==> config.mk <==
export PLATFORM = sky130hd
export DESIGN_NAME = ecap5_wb_arbiter_flat
export DESIGN_NICKNAME = d
export VERILOG_FILES = /design/src/rtl/ecap5_wb_arbiter_if.sv /design/src/rtl/ecap5_wb_arbiter.sv /design/src/flat_wrapper.sv
export SDC_FILE = /design/constraint.sdc
export NUM_CORES = 1
export LEC_CHECK = 0
export CORE_AREA = 3 3 109 111
export DETAILED_ROUTE_END_ITERATION = 10
export DIE_AREA = 0 0 112 114
export GPL_TIMING_DRIVEN = 0
export SLEW_MARGIN = 10
export SYNTH_ARGS = -nofsm -noshare
export SYNTH_HDL_FRONTEND = slang
export SYNTH_SLANG_ARGS = --single-unit
==> constraint.sdc <==
create_clock -name clk_i -period 3 [get_ports clk_i]
set_input_delay 0.75 -clock clk_i [delete_from_list [all_inputs] [get_ports clk_i]]
set_output_delay 0.75 -clock clk_i [all_outputs]
set_load 0.01 [all_outputs]
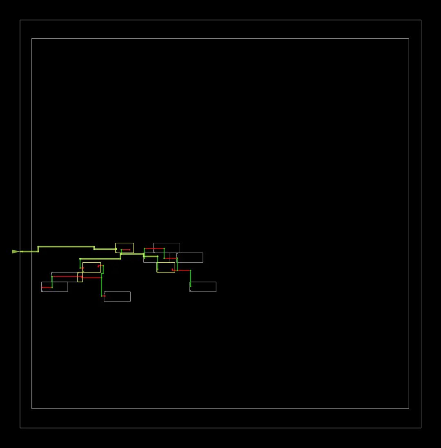
**Above:** clock wiring as the flow saved it.
CTS Sinks: 7
Clock Skew: 0.00123 ns
clock buffers: 4
flop count: 7

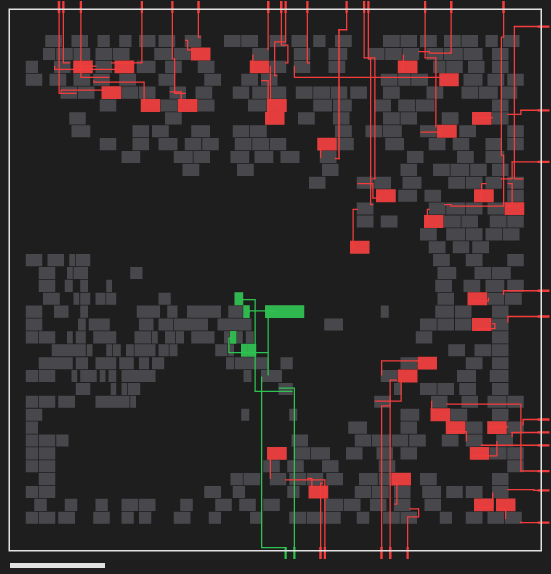
**Above:** wires at chosen ports, followed through buffers.
Scale bar: 20 um.
color	port	bits	direction	end cells	buffers	wire
green	`bus_m_wb_cyc_i`	2	input	6	2	140 um
red	`bus_s_wb_dat_o`	32	output	32	32	844 um
# IOs: 285
port buffer count: 251

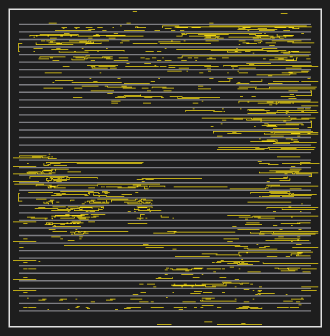
**Above:** signal wires on met1.
Supply wires on this layer in gray.
wire length on this layer	3620 um
share of all routed wire	38%
nets with wire on the layer	515
longest straight run	63.5 um
Detailed Route WL: 9470 um
via count: 2265
met1 Resource Use GR: 16.0%

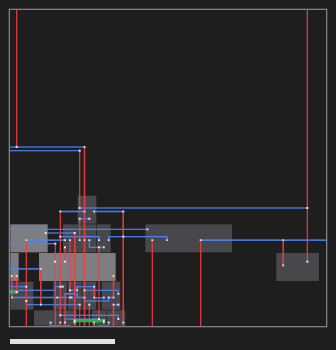
**Above:** zoomed window.
Scale bar: 10 um. Region (41, 42) to (71, 72) um. Cells in gray, sequential cells in the stronger gray; small squares are vias.
color	layer
red	met2
blue	met1
green	met3
sequential cells in the window	1
cells with their middle in the window	14

==> reports/qor.yml <==
grtUsageTotal_pct: 13.3
fin_ws_ns: 0.0675
path_max_fanout: 3
p_seq_share_pct: 11.2
yosys-stat-cells: 177
crit_arrival_ns: 2.18
cts_root_buffer: "clkbuf_8"
core_region_area_sq_um: 10900
p_total_w: 0.000904
postCtsResizedCells: 2
drv_slew: 0
chipWidth_um: 112
crit_family: "buffers and inverters"
fp_util_pct: 14.9
die_y_um: 114
ys_sh_xor_pct: 0.541
p_per_area_nw_per_um2: 207
htree_num_levels: 1
p_switching_w: 0.000252
crit_cells: 4
drtIter0Drc: 91
yosys.area.top_type_share_pct: 48.6
topCombFamilyByArea: "multiplexers"
fillers: 1108
ys_types: 29
stdcell_count: 573
postCtsHoldBufs: 0
largest_reg_flops: 4
end_kind: "primary output"
slew_headroom_pct: 69.4
rr_worst_depth: 10
synthArstFlopShare_pct: 0
status: "finished clean"
numCtsBuffers: 3
cells in the final DEF, fill, tap and decap left out, types with 4 or more instances in the layout:
master	instances
buf_6	4
nor2_1	6
buf_4	35
nor3_1	4
nand2b_1	4
buf_2	4
inv_1	7
clkdlybuf4s50_1	248
dfxtp_1	7
a21oi_1	4
mux2_2	70
nand2_1	4
final cells by class:
cell class	count	area share (%)
Clock buffer	4	1.03
Tap cell	140	4.01
Inverter	8	0.687
Sequential cell	7	3.21
Multi-Input combinational cell	120	26.0
Timing Repair Buffer	252	57.7
Buffer	42	7.33
layer usage:
metal | GRT usage (%) | up-vias | share of wire, %
met1 | 16.0 | 1021 | 38
met3 | 2.81 | 6 | 7.2
met5 | 0 | - | 0
met4 | 1.12 | 0 | 0.76
li1 | - | 1107 | -
met2 | 25.3 | 131 | 54
